===== src/rtl/mux_nto1_pipe.sv =====
// N-to-1 channel multiplexer with direct or round-robin selection and a one-deep registered output stage.
// Define MUX_PARITY_EN to add the even-parity output out_parity.
module mux_nto1_pipe #(
  parameter  int WIDTH    = 8,
  parameter  int CHANNELS = 16,
  localparam int SEL_W    = $clog2(CHANNELS)
) (
  input  logic                      clk,
  input  logic                      rst_n,
  input  logic [CHANNELS*WIDTH-1:0] in_data,
  input  logic [CHANNELS-1:0]       in_valid,
  output logic [CHANNELS-1:0]       in_ready,
  input  logic [SEL_W-1:0]          sel,
  input  logic                      mode,
  output logic [WIDTH-1:0]          out_data,
  output logic [SEL_W-1:0]          out_chan,
  output logic                      out_valid,
  input  logic                      out_ready
`ifdef MUX_PARITY_EN
  ,
  output logic                      out_parity
`endif
);

  typedef enum logic {
    EMPTY = 1'b0,
    FULL  = 1'b1
  } state_e;

  localparam logic [SEL_W:0]   CH_X = (SEL_W+1)'(CHANNELS);
  localparam logic [SEL_W-1:0] LAST = SEL_W'(CHANNELS - 1);

  state_e            state_r;
  state_e            state_nxt_s;
  logic [SEL_W-1:0]  ptr_r;
  logic [WIDTH-1:0]  data_r;
  logic [SEL_W-1:0]  chan_r;
  logic [SEL_W-1:0]  scan_grant_s;
  logic              scan_hit_s;
  logic [SEL_W-1:0]  grant_s;
  logic              grant_vld_s;
  logic              load_en_s;
  logic              xfer_s;
  logic [WIDTH-1:0]  ch_data_s [CHANNELS];

  function automatic logic [SEL_W-1:0] wrap_add(input logic [SEL_W-1:0] base,
                                                 input logic [SEL_W:0]   off);
    logic [SEL_W:0] sum;
    sum = {1'b0, base} + off;
    if (sum >= CH_X) begin
      sum = sum - CH_X;
    end else begin
      sum = sum;
    end
    return sum[SEL_W-1:0];
  endfunction

  function automatic logic [SEL_W-1:0] next_idx(input logic [SEL_W-1:0] idx);
    return (idx == LAST) ? {SEL_W{1'b0}} : idx + SEL_W'(1);
  endfunction

  function automatic logic even_parity(input logic [WIDTH-1:0] word);
    return ^word;
  endfunction

  for (genvar k = 0; k < CHANNELS; k++) begin : g_ch
    assign ch_data_s[k] = in_data[k*WIDTH +: WIDTH];
  end

  // Round-robin search: first valid channel at or above ptr_r, wrapping past the last channel.
  always_comb begin
    scan_hit_s   = 1'b0;
    scan_grant_s = '0;
    for (int i = 0; i < CHANNELS; i++) begin
      if (!scan_hit_s && in_valid[wrap_add(ptr_r, (SEL_W+1)'(i))]) begin
        scan_hit_s   = 1'b1;
        scan_grant_s = wrap_add(ptr_r, (SEL_W+1)'(i));
      end else begin
        scan_hit_s   = scan_hit_s;
      end
    end
  end

  // Grant selection; an out-of-range direct select grants nobody.
  always_comb begin
    grant_s     = '0;
    grant_vld_s = 1'b0;
    if (mode) begin
      grant_s     = scan_grant_s;
      grant_vld_s = scan_hit_s;
    end else if ({1'b0, sel} < CH_X) begin
      grant_s     = sel;
      grant_vld_s = 1'b1;
    end else begin
      grant_s     = '0;
      grant_vld_s = 1'b0;
    end
  end

  // Output-stage state register.
  always_ff @(posedge clk or negedge rst_n) begin
    if (!rst_n) begin
      state_r <= EMPTY;
    end else begin
      state_r <= state_nxt_s;
    end
  end

  // Output-stage next state: a transfer always fills, a drain without refill empties.
  always_comb begin
    state_nxt_s = state_r;
    case (state_r)
      EMPTY: begin
        if (xfer_s) begin
          state_nxt_s = FULL;
        end else begin
          state_nxt_s = EMPTY;
        end
      end
      FULL: begin
        if (xfer_s) begin
          state_nxt_s = FULL;
        end else if (out_ready) begin
          state_nxt_s = EMPTY;
        end else begin
          state_nxt_s = FULL;
        end
      end
      default: state_nxt_s = EMPTY;
    endcase
  end

  // Handshake outputs; ready is suppressed while reset is asserted.
  always_comb begin
    in_ready  = '0;
    load_en_s = (state_r == EMPTY) | out_ready;
    xfer_s    = 1'b0;
    if (rst_n && grant_vld_s && load_en_s) begin
      in_ready[grant_s] = 1'b1;
      xfer_s            = in_valid[grant_s];
    end else begin
      in_ready = '0;
      xfer_s   = 1'b0;
    end
  end

  // Scan pointer: advances past the served channel, parked at zero in direct mode.
  always_ff @(posedge clk or negedge rst_n) begin
    if (!rst_n) begin
      ptr_r <= '0;
    end else if (!mode) begin
      ptr_r <= '0;
    end else if (xfer_s) begin
      ptr_r <= next_idx(grant_s);
    end else begin
      ptr_r <= ptr_r;
    end
  end

  // Output data and channel index, loaded only on a transfer.
  always_ff @(posedge clk or negedge rst_n) begin
    if (!rst_n) begin
      data_r <= '0;
      chan_r <= '0;
    end else if (xfer_s) begin
      data_r <= ch_data_s[grant_s];
      chan_r <= grant_s;
    end else begin
      data_r <= data_r;
      chan_r <= chan_r;
    end
  end

  assign out_data  = data_r;
  assign out_chan  = chan_r;
  assign out_valid = (state_r == FULL);

`ifdef MUX_PARITY_EN
  logic parity_r;

  // Even parity of the word, tracking the data register.
  always_ff @(posedge clk or negedge rst_n) begin
    if (!rst_n) begin
      parity_r <= 1'b0;
    end else if (xfer_s) begin
      parity_r <= even_parity(ch_data_s[grant_s]);
    end else begin
      parity_r <= parity_r;
    end
  end

  assign out_parity = parity_r;
`else
  logic unused_parity_s;
  assign unused_parity_s = even_parity(data_r);
`endif

endmodule


===== config.mk =====
export PLATFORM = sky130hd
export DESIGN_NAME = mux_nto1_pipe
export DESIGN_NICKNAME = d
export VERILOG_FILES = /design/src/rtl/mux_nto1_pipe.sv
export SDC_FILE = /design/constraint.sdc
export NUM_CORES = 1
export LEC_CHECK = 0
export ABC_AREA = 1
export CORE_MARGIN = 1
export CORE_UTILIZATION = 48
export DETAILED_ROUTE_END_ITERATION = 10
export PLACE_DENSITY_LB_ADDON = 0.3
export SLEW_MARGIN = 10
export SYNTH_ARGS = -nofsm -noshare
export SYNTH_HDL_FRONTEND = slang
export SYNTH_SLANG_ARGS = --single-unit

===== constraint.sdc =====
create_clock -name clk -period 7.4 [get_ports clk]
set_clock_uncertainty 0.2 [all_clocks]
set_input_delay 1.11 -clock clk [delete_from_list [all_inputs] [get_ports clk]]
set_output_delay 1.11 -clock clk [all_outputs]
set_load 0.02 [all_outputs]

### Supply network, run 1

The bar under the picture is 20 um long. Pins as bars on the die edge.
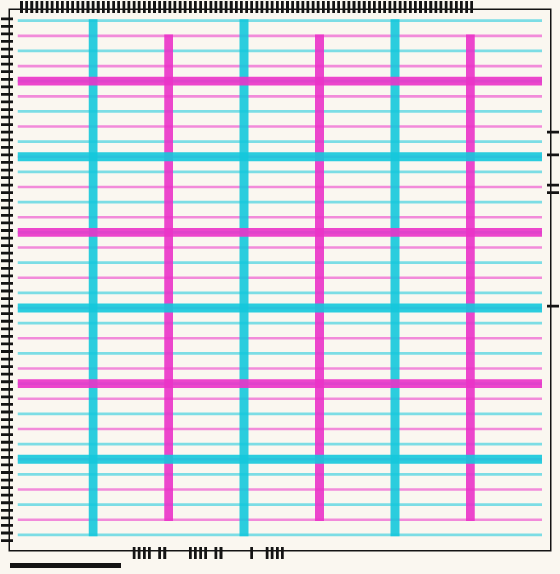
- magenta: VDD
- cyan: VSS
- met5 straps: 6
- signal pins: 181
- met4 straps: 6
Floorplan Core Area: 8720 sq um
Max VDD drop: 0.000188 V

### Metal layers overlaid, run 1

The bar under the picture is 20 um long. Two of the layers only.
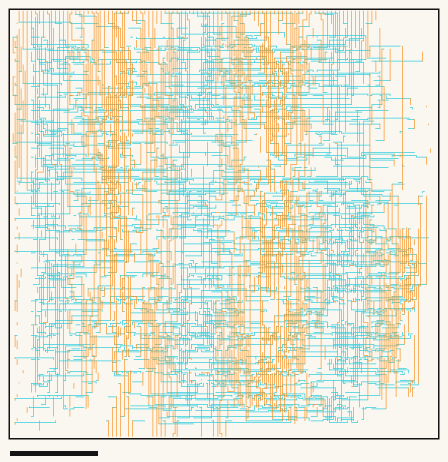
- orange: metal 2 (wire length 7,880 um)
- cyan: metal 1 (wire length 6,810 um)
overall via count from detail_route: 5,989
routed wire length: 16,500 um
routed length per instance: 15.1 um

### The metal 3 layer, run 1

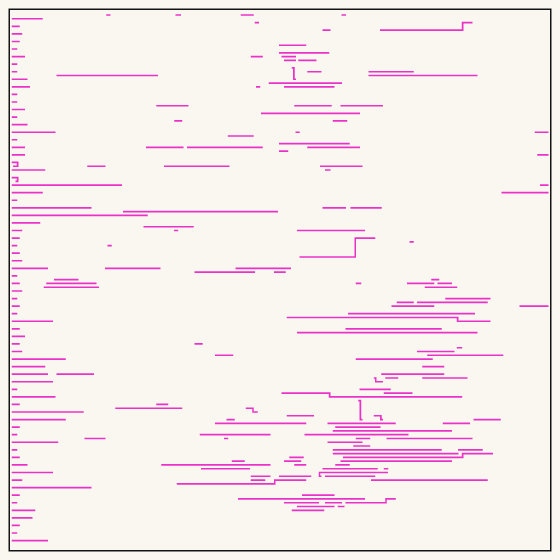
- wire length on this layer: 1,340 um
- share of all routed wire: 8.1%
- longest straight run: 32.2 um
met3 usage in global routing: 0.0468

==> notes.md, run 1 <==
The following summarizes the physical implementation.

Yosys
The number of distinct library cells after synthesis is 37. By count the netlist is led by sky130_fd_sc_hd__nand2_1, sky130_fd_sc_hd__nand3_1, sky130_fd_sc_hd__inv_1, sky130_fd_sc_hd__nor2_1, sky130_fd_sc_hd__nand4_1. The proportion of synthesized chip area in sequential cells is 0.0980. After synthesis, the design contains 827 cells according to Yosys. The and-or/or-and share of the synthesized area is 0.0421. After synthesis, the chip area reported by Yosys is 4340 sq um. The cell area that synthesis handed to floorplanning was 4340 sq um. The number of nets handed over by synthesis was 988. The synthesized netlist cell count is 827.

The synthesis log from Yosys contains 0 warnings. In the post-synthesis netlist, the biggest area contributors are sky130_fd_sc_hd__nand2_1, sky130_fd_sc_hd__nand3_1, sky130_fd_sc_hd__dfrtp_1, sky130_fd_sc_hd__inv_1, sky130_fd_sc_hd__nor2_1. The per-instance average area after synthesis is approximately 5.3 sq um.

Hold path
The worst min-delay path startpoint is out_data[6]$_DFFE_PN0P_. The path category of the worst min-delay check is reg2reg. In the hold report, the worst path ends at out_data[6]$_DFFE_PN0P_.

Layout
The total number of sequential cells is 17. The library cells used most frequently in the layout, excluding fill and tap cells, are sky130_fd_sc_hd__nand2_1, sky130_fd_sc_hd__nand3_1, sky130_fd_sc_hd__clkdlybuf4s50_1, sky130_fd_sc_hd__inv_1, sky130_fd_sc_hd__nor2_1. The non-clock buffer area fraction after layout is 0.303. Multi-input combinational cells in the finished layout were counted as 694. The biggest cell category by area in the final layout is logic gates. The layout report gives the multi-input gate share of total cell area as 0.551. The utilization after layout is 0.707.

The finished cells cover between 6000 and 7000 sq um. The register with the most flip-flops in the layout has 8 of them. Per the final layout report, the fraction of cells sized above drive strength 1 comes to 0.0693. The count of placed standard cells in the final layout, fillers left out is 1,089. Per the layout area report, the register area comes to 425 sq um. The most common cell after layout, fill and taps aside is sky130_fd_sc_hd__nand2_1. The number of buffers outside the clock class in the layout is approximately 190.

Die
The top-level port count is ~180. In this run the vertical extent of the chip is 97.1 um. The cell row count is 34.

The flow inserted 108 tap cells.

Power
Combinational power for this build is about 2.3 mW. The standby leakage power is 2.92 nW. Of the total power, combinational logic draws 0.899. The power of the sequential group is around 180 uW. The power report attributes to the clock group a share of 0.028. The internal power of the cells totals 886 uW. Summed over all nets, the switching power comes to 1.61 mW.

Run status
The run finished with clean final reports.

Setup path
The cell at the slowest stage of the critical path is sky130_fd_sc_hd__dfrtp_1. Logic depth along the worst register-to-register path is recorded as 27. The critical path's largest stage delay is 760 ps.

The instance count on the critical path is 25. The launching element of the worst setup path is ptr_r[1]$_DFFE_PN0P_. STA puts the critical path data required time at ~6100 ps. STA lists the endpoint of the worst register-to-register path as out_chan[1]$_DFFE_PN0P_. The kind of critical path is reg2out. The nature of the critical path endpoint is an output pin.

Routing
The detailed router reports a met3 wire length of ~1300 um. According to the report, the first pass of detailed routing completed in 7 iterations.

Timing
The pin closest to its max-slew limit shows a slew of 778 ps. After routing, the total negative slack on setup checks comes to 0 ps. The final critical-path required period is 7090 ps.

Global routing
The total grt overflow is 0. The maximum number of pins on one net before global-route repair is 65. The initial antenna violation count is 0. The first global-routing pass estimated ~27,000 um of wire. In the global route stage, overall resource usage came out at 0.345.

CTS
The hold buffer count at cts is 0. The post-cts repair resize count is 0. At the later pin of the worst-skew pair, clock insertion delay measures 250 ps. Per the CTS log, the maximum H-tree level is 1. The buffers inserted during post-CTS setup optimization is 0.

The CTS tree is done. The master cell of the clock root buffer is sky130_fd_sc_hd__clkbuf_8.

Placement
Before CTS, the worst setup slack after placement is 725 ps.
==> run 2: changes to the inputs <==
--- a/config.mk
+++ b/config.mk
@@ -10,6 +10,7 @@
 export CORE_UTILIZATION = 48
 export DETAILED_ROUTE_END_ITERATION = 10
 export PLACE_DENSITY_LB_ADDON = 0.3
+export SKIP_LAST_GASP = 1
 export SLEW_MARGIN = 10
 export SYNTH_ARGS = -nofsm -noshare
 export SYNTH_HDL_FRONTEND = slang
### The clock network, run 2

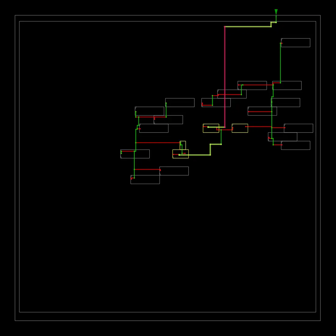
clock-net power: 70.9 uW
flop count: 17
Num CTS Buffers: 3

==> run 2 against run 1 <==
Synthesized area is the same. Sequential power about the same. Final area unchanged. Synthesized cell count did not move. Core utilization unchanged. Worst hold slack did not move. Combinational power hardly changed. Flip-flop count did not move. Sequential share of layout area unchanged. Clock power about the same. Global-route usage unchanged. Largest cell class unchanged. Count of clock-buffer cells in the layout unchanged.
==> notes.md, run 2 <==
The following summarizes the physical implementation.

Run status
The flow ran to the end, and the final reports show no timing, DRC or antenna violations.

Hold path
The end point of the most critical hold path is out_data[6]$_DFFE_PN0P_. Note that the worst hold path type here is reg2reg. The startpoint identified for the worst hold timing path is out_data[6]$_DFFE_PN0P_.

Layout
Leaving out the clock tree, the finished layout contains a buffer count of around 190. The count of placed standard cells in the final layout, fillers left out is 1,089. The register with the most flip-flops in the layout has 8 of them. Once layout is complete, the utilization of the core stands at 0.707. Counting only logic cells after layout, the most numerous master is sky130_fd_sc_hd__nand2_1. The logic share of the area is 0.551. The number of multi-input combinational cells is 694. In the final layout, the share of cells above drive strength 1 is 0.0693. The final layout contains 1,143 nets. The final report gives the standard cell area, fillers excluded, as 6160 sq um. Per the cell usage report, the commonest logic cells after layout are sky130_fd_sc_hd__nand2_1, sky130_fd_sc_hd__nand3_1, sky130_fd_sc_hd__clkdlybuf4s50_1, sky130_fd_sc_hd__inv_1, sky130_fd_sc_hd__nor2_1. In the final layout, flip-flops and latches occupy 425 sq um. By area, the class that comes first in the final layout consists of logic gates.

Global routing
Across every metal layer, demand over resource in global routing totals 0.345. The initial antenna violation count is 0. The met3 layer usage reported by global route is 0.0468. The maximum number of pins on one net before global-route repair is around 65. The total grt overflow is 0. The first global-routing pass estimated 26,600 um of wire.

Timing
The final critical-path required period is 7090 ps. The post-route setup TNS is 0 ps. Static timing analysis puts the maximum clock frequency at 141 MHz. The transition time recorded at the tightest slew-check pin is 778 ps.

CTS
The number of H-tree levels is 1. Clock tree synthesis selected as its root buffer the cell sky130_fd_sc_hd__clkbuf_8. The post-cts repair resize count is 0.

TritonCTS built the clock tree. The insertion delay to the later sink of the worst-skew pair is 250 ps. Looking at the clock tree report, the maximum root-to-sink buffer count equals 2.

Post-CTS timing repair inserted 0 buffers for setup.

Power
Internal power comes to 886 uW. Summed over all nets, the switching power comes to 1.61 mW. The standby leakage power is between 2 and 3 nW. The share of total power dissipated in the clock network is 0.028.

Sequential power for this build is 182 uW. The analysis reports a worst IR drop on VDD of 0.000188 V. Of the total power, combinational logic draws 0.899.

Yosys
The synthesis run shows the most used standard cells to be sky130_fd_sc_hd__nand2_1, sky130_fd_sc_hd__nand3_1, sky130_fd_sc_hd__inv_1, sky130_fd_sc_hd__nor2_1, sky130_fd_sc_hd__nand4_1. Yosys stat counts between 800 and 900 cells in the synthesized netlist. Counting the warning lines in the Yosys log gives 0. The share of the Yosys chip area taken by registers is 0.0980. The number of distinct library cells after synthesis is 37. The average instance in the mapped netlist occupies 5.25 sq um. Per the post-synthesis report, the number of cells in the design is 827. The post-synthesis net count is 988. The cell area after technology mapping is 4340 sq um.

Of the total synthesized cell area, the portion taken by XOR and XNOR cells is 0.0193. Yosys attributes the largest share of cell area to sky130_fd_sc_hd__nand2_1, sky130_fd_sc_hd__nand3_1, sky130_fd_sc_hd__dfrtp_1, sky130_fd_sc_hd__inv_1, sky130_fd_sc_hd__nor2_1.

Setup path
The reg-to-reg critical path endpoint is out_chan[1]$_DFFE_PN0P_. Per STA, the startpoint of the critical path is ptr_r[1]$_DFFE_PN0P_. The required time at the worst endpoint is listed as 6090 ps. The critical path is of the reg2out type. The cell count of the worst reg-to-reg path is 27. Among all stages on the critical path, the maximum delay recorded is ~760 ps. Per the STA report, the cell with the highest stage delay on the worst path is sky130_fd_sc_hd__dfrtp_1. The instance count on the critical path is 25. The nature of the critical path endpoint is an output pin.

Routing
Before antenna repair, the detailed router went through 7 iterations. Per the detail_route report, routed wire per instance is 15.1 um. Per the detail_route log, met3 wirelength is 1340 um. The final routed wirelength across all metal layers is ~16,000 um. The via count is 5,989.

Placement
The count of buffers from port buffering is 180. The final HPWL from detailed placement is between 10,000 and 15,000 um. Per the post-place timing report, worst setup slack is slightly above 700 ps.

Die
The number of well-tap cells placed is ~110. The cell row count is 34. The area of the core is 8720 sq um.
### Metal layers overlaid, run 2

The bar under the picture is 20 um long. Two of the layers only.
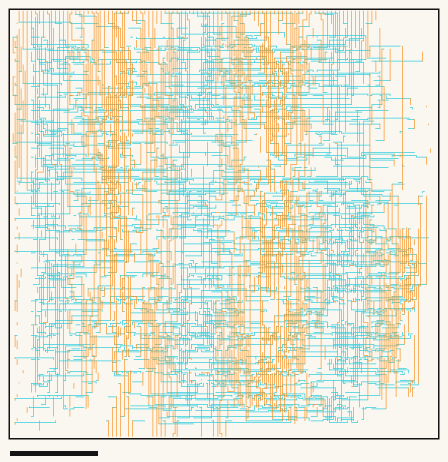

==> run 3: changes to the inputs <==
--- a/config.mk
+++ b/config.mk
@@ -7,7 +7,8 @@
 export LEC_CHECK = 0
 export ABC_AREA = 1
 export CORE_MARGIN = 1
-export CORE_UTILIZATION = 48
+export CORE_UTILIZATION = 49
+export CTS_BUF_LIST = sky130_fd_sc_hd__clkbuf_8
 export DETAILED_ROUTE_END_ITERATION = 10
 export PLACE_DENSITY_LB_ADDON = 0.3
 export SKIP_LAST_GASP = 1
### Metal layers overlaid, run 3

The bar under the picture is 20 um long. Two of the layers only.
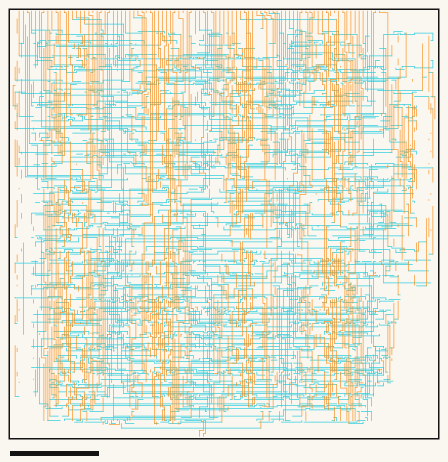
- orange: metal 2 (wire length 7,580 um)
- cyan: metal 1 (wire length 7,230 um)
routed length per instance: 15.9 um
routed wire length: 17,300 um
overall via count from detail_route: 6,152

==> run 3 against run 2 <==
Maximum frequency rose by 5.6%. Total power is 1.9% higher. Clock power rose by 4.5%. Final area increased by 0.22%. Sequential share of layout area about the same. Via count is 2.7% higher. Register-to-register slack gained 200 ps. Die area is 2.0% lower. Largest power group unchanged. Highest routed layer unchanged.
==> notes.md, run 3 <==
The following summarizes the physical implementation.

Global routing
Entering global routing, the biggest net connects 65 pins. Global routing finished with a remaining overflow of 0. The global-route wire length before repair is between 20,000 and 30,000 um. The initial antenna violation count is 0. On met3, the global router reports a usage of 0.0521.

Layout
The number of antenna diodes in the final layout is 0. The non-clock buffer area fraction after layout is 0.305. The number of buffers outside the clock class in the layout is 191. The logic share of the area is 0.550. Of the cells placed in the final design, the portion with a size suffix greater than 1 is 0.0712. The utilization after layout is 0.737.

The biggest slice of the area belongs to logic gates. The number of flip-flops in the largest register is 8. The total number of sequential cells is 17. The most common cell after layout, fill and taps aside is sky130_fd_sc_hd__nand2_1. In the layout the commonest cells are sky130_fd_sc_hd__nand2_1, sky130_fd_sc_hd__nand3_1, sky130_fd_sc_hd__clkdlybuf4s50_1, sky130_fd_sc_hd__inv_1, sky130_fd_sc_hd__nor2_1.

Registers take around 430 sq um. According to the cell report, the number of logic gates is 694. The finished layout holds around 1,100 standard cells, fillers aside. The final design area excluding fillers is 6180 sq um. The final net count is 1,145.

Yosys
Counting every net in the synthesized netlist gives a little under 1,000. The yosys synthesis warning count is 0. The cell area after technology mapping is 4340 sq um. The number of different library cells used by synthesis comes to 37.

The xor/xnor cell area share of the yosys netlist is 0.0193. The synthesis run shows the most used standard cells to be sky130_fd_sc_hd__nand2_1, sky130_fd_sc_hd__nand3_1, sky130_fd_sc_hd__inv_1, sky130_fd_sc_hd__nor2_1, sky130_fd_sc_hd__nand4_1. Of the synthesized area, sequential elements account for 0.0980. By area the synthesized netlist is led by sky130_fd_sc_hd__nand2_1, sky130_fd_sc_hd__nand3_1, sky130_fd_sc_hd__dfrtp_1, sky130_fd_sc_hd__inv_1, sky130_fd_sc_hd__nor2_1. The per-instance average area after synthesis is 5.25 sq um. The number of standard cells reported by yosys is 827. The share of Yosys cell area claimed by the top area cell type is 0.266. The cell count after synthesis came out at 827.

CTS
In this run, post-CTS repair resized a total of 0 instances. The hold buffer count at cts is 0. The insertion delay to the later sink of the worst-skew pair is around 260 ps. The buffers inserted during post-CTS setup optimization is 0. TritonCTS built the clock tree. The master cell of the clock root buffer is sky130_fd_sc_hd__clkbuf_8. Counting along the longest clock path gives a buffer depth of 2.

Setup path
The library cell appearing most often on the critical path is sky130_fd_sc_hd__nand2_1. The instance count on the critical path is 26. For this run, the slowest stage of the critical path takes 630 ps. The data required time reported for the critical path is 6090 ps. In this run the worst setup path begins at ptr_r[0]$_DFFE_PN0P_. The kind of critical path is reg2out. The reg-to-reg critical path endpoint is out_data[0]$_DFFE_PN0P_. The cell at the slowest stage of the critical path is sky130_fd_sc_hd__clkdlybuf4s50_1. The critical path arrival is 5400 ps.

Timing
The setup-violating endpoint count in the final report is 0. The flow reports an fmax of 149 MHz. The final critical-path required period is roughly 6700 ps. Setup repair after global routing left no endpoint under its margin. At the pin with the least slew margin, the transition time is 835 ps.

Power
The clock power share is 0.029. The clock network power is 74.1 uW. The internal portion of total power is 893 uW. The power share of the combinational group is 0.904.

The combinational group power is 2.30 mW. The peak supply drop is 0.000250 V. The analysis attributes to cell leakage a power of 2.93 nW. In this run, power in flip-flops and latches comes to 171 uW. The switching power summed over all nets is 1.65 mW.

Hold path
The end point of the most critical hold path is out_data[5]$_DFFE_PN0P_. For the worst min-delay path, the startpoint reported by OpenROAD is out_data[5]$_DFFE_PN0P_. The path category of the worst min-delay check is reg2reg.

Die
Per the OpenROAD floorplan log, the area of the core is roughly 8400 sq um. The cell row count is 33. At the floorplan stage, the core utilization is reported as 0.518. The floorplan die height is 96.1 um. The design received a total of roughly 110 well taps at floorplan. The top-level port count is 181.

Placement
Per the post-place timing report, worst setup slack is 983 ps. Buffers placed on the I/O ports in this run total 180. The final HPWL from detailed placement is 13,800 um.

Routing
After detailed routing, the met3 layer carries about 1900 um of wire.

Run status
The flow ran to the end, and the final reports show no timing, DRC or antenna violations.
Power and IR drop assume default switching activity.
